==> src/rtl/regfile_wport_arbiter_if.sv <==
// Bundle of requester handshakes and the shared register-file write port.
// master = requester/regfile side, slave = arbiter side.
interface regfile_wport_arbiter_if #(
    parameter int ASIZE = 4,
    parameter int DSIZE = 16,
    parameter int NREQ  = 3,
    parameter int IDW   = 3
);
    logic                   rf_hold;
    logic [NREQ-1:0]        req_valid;
    logic [NREQ-1:0]        req_ready;
    logic [NREQ*ASIZE-1:0]  req_addr;
    logic [NREQ*DSIZE-1:0]  req_data;
    logic                   rf_wen;
    logic [ASIZE-1:0]       rf_waddr;
    logic [DSIZE-1:0]       rf_wdata;
    logic [IDW-1:0]         grant_id;
    logic                   busy;

    modport master (
        output rf_hold, req_valid, req_addr, req_data,
        input  req_ready, rf_wen, rf_waddr, rf_wdata, grant_id, busy
    );

    modport slave (
        input  rf_hold, req_valid, req_addr, req_data,
        output req_ready, rf_wen, rf_waddr, rf_wdata, grant_id, busy
    );
endinterface

==> src/rtl/regfile_wport_arbiter.sv <==
// Round-robin arbiter sharing the register-file write port among NREQ requesters.
// Optional macro WARB_PRIO0_EN: requester 0 gets fixed top priority, others round-robin.
module regfile_wport_arbiter #(
    parameter int ASIZE = 4,
    parameter int DSIZE = 16,
    parameter int NREQ  = 3,
    parameter int IDW   = 3
) (
    input  logic                      clk,
    input  logic                      rst,
    regfile_wport_arbiter_if.slave    bus
);

`ifdef WARB_PRIO0_EN
    localparam logic [IDW-1:0] RR_BASE = IDW'(1);
`else
    localparam logic [IDW-1:0] RR_BASE = '0;
`endif
    localparam logic [IDW-1:0] RR_LAST = IDW'(NREQ - 1);

    logic [IDW-1:0]   rr_ptr_q, rr_ptr_d;
    logic             rf_wen_q, rf_wen_d;
    logic [ASIZE-1:0] rf_waddr_q, rf_waddr_d;
    logic [DSIZE-1:0] rf_wdata_q, rf_wdata_d;
    logic [IDW-1:0]   grant_id_q, grant_id_d;

    logic [NREQ-1:0]  hi_mask;
    logic [NREQ-1:0]  lo_mask;
    logic [NREQ-1:0]  sel_mask;
    logic [NREQ-1:0]  win_onehot;
    logic [NREQ-1:0]  ready_c;
    logic             grant_any;

    logic [NREQ:0][IDW-1:0]   id_chain;
    logic [NREQ:0][ASIZE-1:0] addr_chain;
    logic [NREQ:0][DSIZE-1:0] data_chain;

    assign id_chain[0]   = '0;
    assign addr_chain[0] = '0;
    assign data_chain[0] = '0;

    // hi_mask keeps requesters at or above rr_ptr so the lowest set bit is the
    // first valid one in the circular scan; lo_mask covers the wrap-around.
    generate
        for (genvar gi = 0; gi < NREQ; gi++) begin : g_req
            assign hi_mask[gi] = bus.req_valid[gi] & (IDW'(gi) >= rr_ptr_q);
            assign id_chain[gi+1]   = id_chain[gi] | (win_onehot[gi] ? IDW'(gi) : '0);
            assign addr_chain[gi+1] = addr_chain[gi]
                                    | (bus.req_addr[gi*ASIZE +: ASIZE] & {ASIZE{win_onehot[gi]}});
            assign data_chain[gi+1] = data_chain[gi]
                                    | (bus.req_data[gi*DSIZE +: DSIZE] & {DSIZE{win_onehot[gi]}});
        end
    endgenerate

`ifdef WARB_PRIO0_EN
    assign lo_mask = bus.req_valid & ~NREQ'(1);
`else
    assign lo_mask = bus.req_valid;
`endif

    always_comb begin
        sel_mask   = (|hi_mask) ? hi_mask : lo_mask;
        win_onehot = sel_mask & (~sel_mask + NREQ'(1));
`ifdef WARB_PRIO0_EN
        if (bus.req_valid[0]) begin
            win_onehot = NREQ'(1);
        end
`endif
    end

    always_comb begin
        ready_c    = (rst || bus.rf_hold) ? '0 : win_onehot;
        grant_any  = |ready_c;
        rr_ptr_d   = rr_ptr_q;
        rf_wen_d   = grant_any;
        rf_waddr_d = rf_waddr_q;
        rf_wdata_d = rf_wdata_q;
        grant_id_d = grant_id_q;
        if (grant_any) begin
            rf_waddr_d = addr_chain[NREQ];
            rf_wdata_d = data_chain[NREQ];
            grant_id_d = id_chain[NREQ];
`ifdef WARB_PRIO0_EN
            // Grants to the priority requester leave the rotation untouched.
            if (id_chain[NREQ] != '0) begin
                rr_ptr_d = (id_chain[NREQ] == RR_LAST) ? RR_BASE : id_chain[NREQ] + IDW'(1);
            end
`else
            rr_ptr_d = (id_chain[NREQ] == RR_LAST) ? RR_BASE : id_chain[NREQ] + IDW'(1);
`endif
        end
    end

    always_ff @(posedge clk) begin
        if (rst) begin
            rr_ptr_q   <= RR_BASE;
            rf_wen_q   <= 1'b0;
            rf_waddr_q <= '0;
            rf_wdata_q <= '0;
            grant_id_q <= '0;
        end else begin
            rr_ptr_q   <= rr_ptr_d;
            rf_wen_q   <= rf_wen_d;
            rf_waddr_q <= rf_waddr_d;
            rf_wdata_q <= rf_wdata_d;
            grant_id_q <= grant_id_d;
        end
    end

    assign bus.req_ready = ready_c;
    assign bus.busy      = |(bus.req_valid & ~ready_c);
    assign bus.rf_wen    = rf_wen_q;
    assign bus.rf_waddr  = rf_waddr_q;
    assign bus.rf_wdata  = rf_wdata_q;
    assign bus.grant_id  = grant_id_q;

endmodule

==> src/flat_wrapper.sv <==
// flat-port wrapper written by rule: the top's interface ports become plain ports
module regfile_wport_arbiter_flat 
#(
    parameter int ASIZE = 4,
    parameter int DSIZE = 16,
    parameter int NREQ  = 3,
    parameter int IDW   = 3
)
  (clk, rst, bus_rf_hold, bus_req_valid, bus_req_addr, bus_req_data, bus_req_ready, bus_rf_wen, bus_rf_waddr, bus_rf_wdata, bus_grant_id, bus_busy);
  regfile_wport_arbiter_if #(.ASIZE(ASIZE), .DSIZE(DSIZE), .NREQ(NREQ), .IDW(IDW)) bus_i ();
  input  logic clk;
  input  logic rst;
  input wire logic [$bits(bus_i.rf_hold)-1:0] bus_rf_hold;
  input wire logic [$bits(bus_i.req_valid)-1:0] bus_req_valid;
  input wire logic [$bits(bus_i.req_addr)-1:0] bus_req_addr;
  input wire logic [$bits(bus_i.req_data)-1:0] bus_req_data;
  output wire logic [$bits(bus_i.req_ready)-1:0] bus_req_ready;
  output wire logic [$bits(bus_i.rf_wen)-1:0] bus_rf_wen;
  output wire logic [$bits(bus_i.rf_waddr)-1:0] bus_rf_waddr;
  output wire logic [$bits(bus_i.rf_wdata)-1:0] bus_rf_wdata;
  output wire logic [$bits(bus_i.grant_id)-1:0] bus_grant_id;
  output wire logic [$bits(bus_i.busy)-1:0] bus_busy;
  assign bus_i.rf_hold = bus_rf_hold;
  assign bus_i.req_valid = bus_req_valid;
  assign bus_i.req_addr = bus_req_addr;
  assign bus_i.req_data = bus_req_data;
  assign bus_req_ready = bus_i.req_ready;
  assign bus_rf_wen = bus_i.rf_wen;
  assign bus_rf_waddr = bus_i.rf_waddr;
  assign bus_rf_wdata = bus_i.rf_wdata;
  assign bus_grant_id = bus_i.grant_id;
  assign bus_busy = bus_i.busy;
  regfile_wport_arbiter #(.ASIZE(ASIZE), .DSIZE(DSIZE), .NREQ(NREQ), .IDW(IDW)) u_core (.clk(clk), .rst(rst), .bus(bus_i));
endmodule
==> config.mk <==
export PLATFORM = sky130hd
export DESIGN_NAME = regfile_wport_arbiter_flat
export DESIGN_NICKNAME = d
export VERILOG_FILES = /design/src/rtl/regfile_wport_arbiter_if.sv /design/src/rtl/regfile_wport_arbiter.sv /design/src/flat_wrapper.sv
export SDC_FILE = /design/constraint.sdc
export NUM_CORES = 1
export LEC_CHECK = 0
export CORE_MARGIN = 2
export CORE_UTILIZATION = 38
export CTS_CLUSTER_DIAMETER = 40
export DETAILED_ROUTE_END_ITERATION = 8
export HOLD_SLACK_MARGIN = 0.06
export PLACE_DENSITY_LB_ADDON = 0.1
export SETUP_SLACK_MARGIN = 0.2
export SLEW_MARGIN = 20
export SYNTH_ARGS = -nofsm -noshare
export SYNTH_HDL_FRONTEND = slang
export SYNTH_SLANG_ARGS = --single-unit
==> constraint.sdc <==
create_clock -name clk -period 2.1 [get_ports clk]
set_clock_uncertainty 0.1 [all_clocks]
set_input_delay 0.315 -clock clk [delete_from_list [all_inputs] [get_ports clk]]
set_output_delay 0.315 -clock clk [all_outputs]
set_load 0.05 [all_outputs]
**The metal 1 layer**

The bar under the picture is 20 um long. Cells faint in the background.
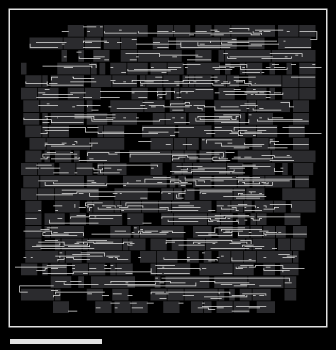
The layer carries 2,220 um of wire. 285 nets have wire on it. The wires run mostly horizontal. The longest straight run is 27.6 um.

**The metal 2 layer**

Cells faint in the background.
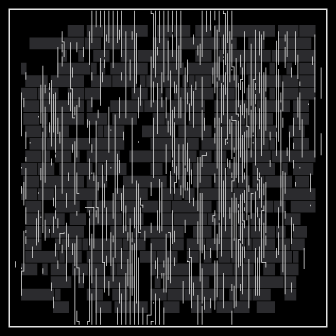
The layer carries 2,600 um of wire. The layer holds 49% of the routed length. The longest straight run is 30.9 um.

==> tab_implementation.tex <==
% Generated from flow reports
\begin{tabular}{lr}
\hline
Metric & Value \\
\hline
\multicolumn{2}{l}{\textbf{Power}} \\
\quad Cell-internal power & 998 uW \\
\quad Clock network power consumption & 283 uW \\
\multicolumn{2}{l}{\textbf{STA}} \\
\quad FMAX & roughly 440 MHz \\
\quad Final setup violation count & 23 \\
\quad Final Hold Fails & 0 \\
\quad Setup slack after layout & -0.192 ns \\
\multicolumn{2}{l}{\textbf{Layout}} \\
\quad ClkCell Share & 1.30\% \\
\quad Count of nets after finishing & 347 \\
\quad Area added between synthesis and finish & 102\% \\
\quad Layout buffering overhead excluding clock cells & 42.1\% \\
\multicolumn{2}{l}{\textbf{Setup path}} \\
\quad R2R Path End & u\_core.bus.grant\_id[1] \\
\quad WP data required & 1.68 ns \\
\quad Crit path launch type & input port \\
\multicolumn{2}{l}{\textbf{Global route}} \\
\quad First-pass GRT wire length & 7830 um \\
\multicolumn{2}{l}{\textbf{Routing}} \\
\quad Detailed-route wire length per cell & 16.2 um \\
\multicolumn{2}{l}{\textbf{Floorplanning}} \\
\quad Number of top-level pins & 94 \\
\quad Die Y-Extent & a little under 70 um \\
\multicolumn{2}{l}{\textbf{Placement}} \\
\quad Cell total after placement & $\sim$320 \\
\multicolumn{2}{l}{\textbf{Run status}} \\
\quad Status & finished, violations left \\
\quad Violations in the final reports & negative setup slack \\
\multicolumn{2}{l}{\textbf{Clock tree}} \\
\quad Maximum count of clock buffers along a single path & 2 \\
\quad Number of buffers created by CTS & 3 \\
\multicolumn{2}{l}{\textbf{Synthesis}} \\
\quad Total of warnings raised by yosys & 0 \\
\hline
\end{tabular}
**The metal 3 layer**

The bar under the picture is 20 um long. Cells faint in the background.
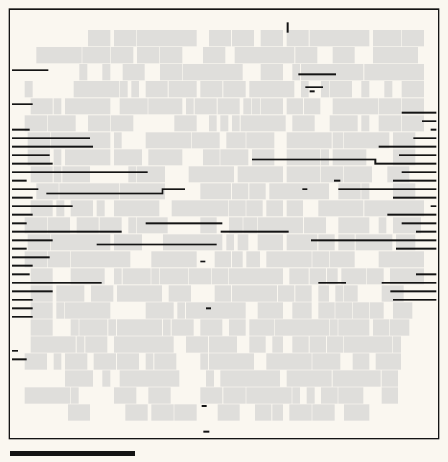
The longest straight run is 21.4 um. The wires run mostly horizontal. The layer holds 7.5% of the routed length. The layer carries 399 um of wire. 56 nets have wire on it.

**Sequential cells coloured by netlist name**

Other sequential cells in the stronger grey, the rest of the logic in the fainter grey.
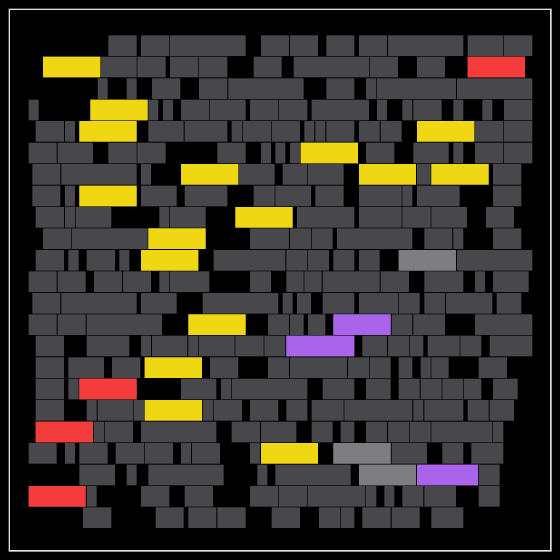
Key: yellow = u_core.bus.rf_wdata [sequential cells 16]; red = u_core.bus.rf_waddr [sequential cells 4]; purple = u_core.rr_ptr_q [sequential cells 3]

No activity file was given, so power comes from the tool's default toggle rates.
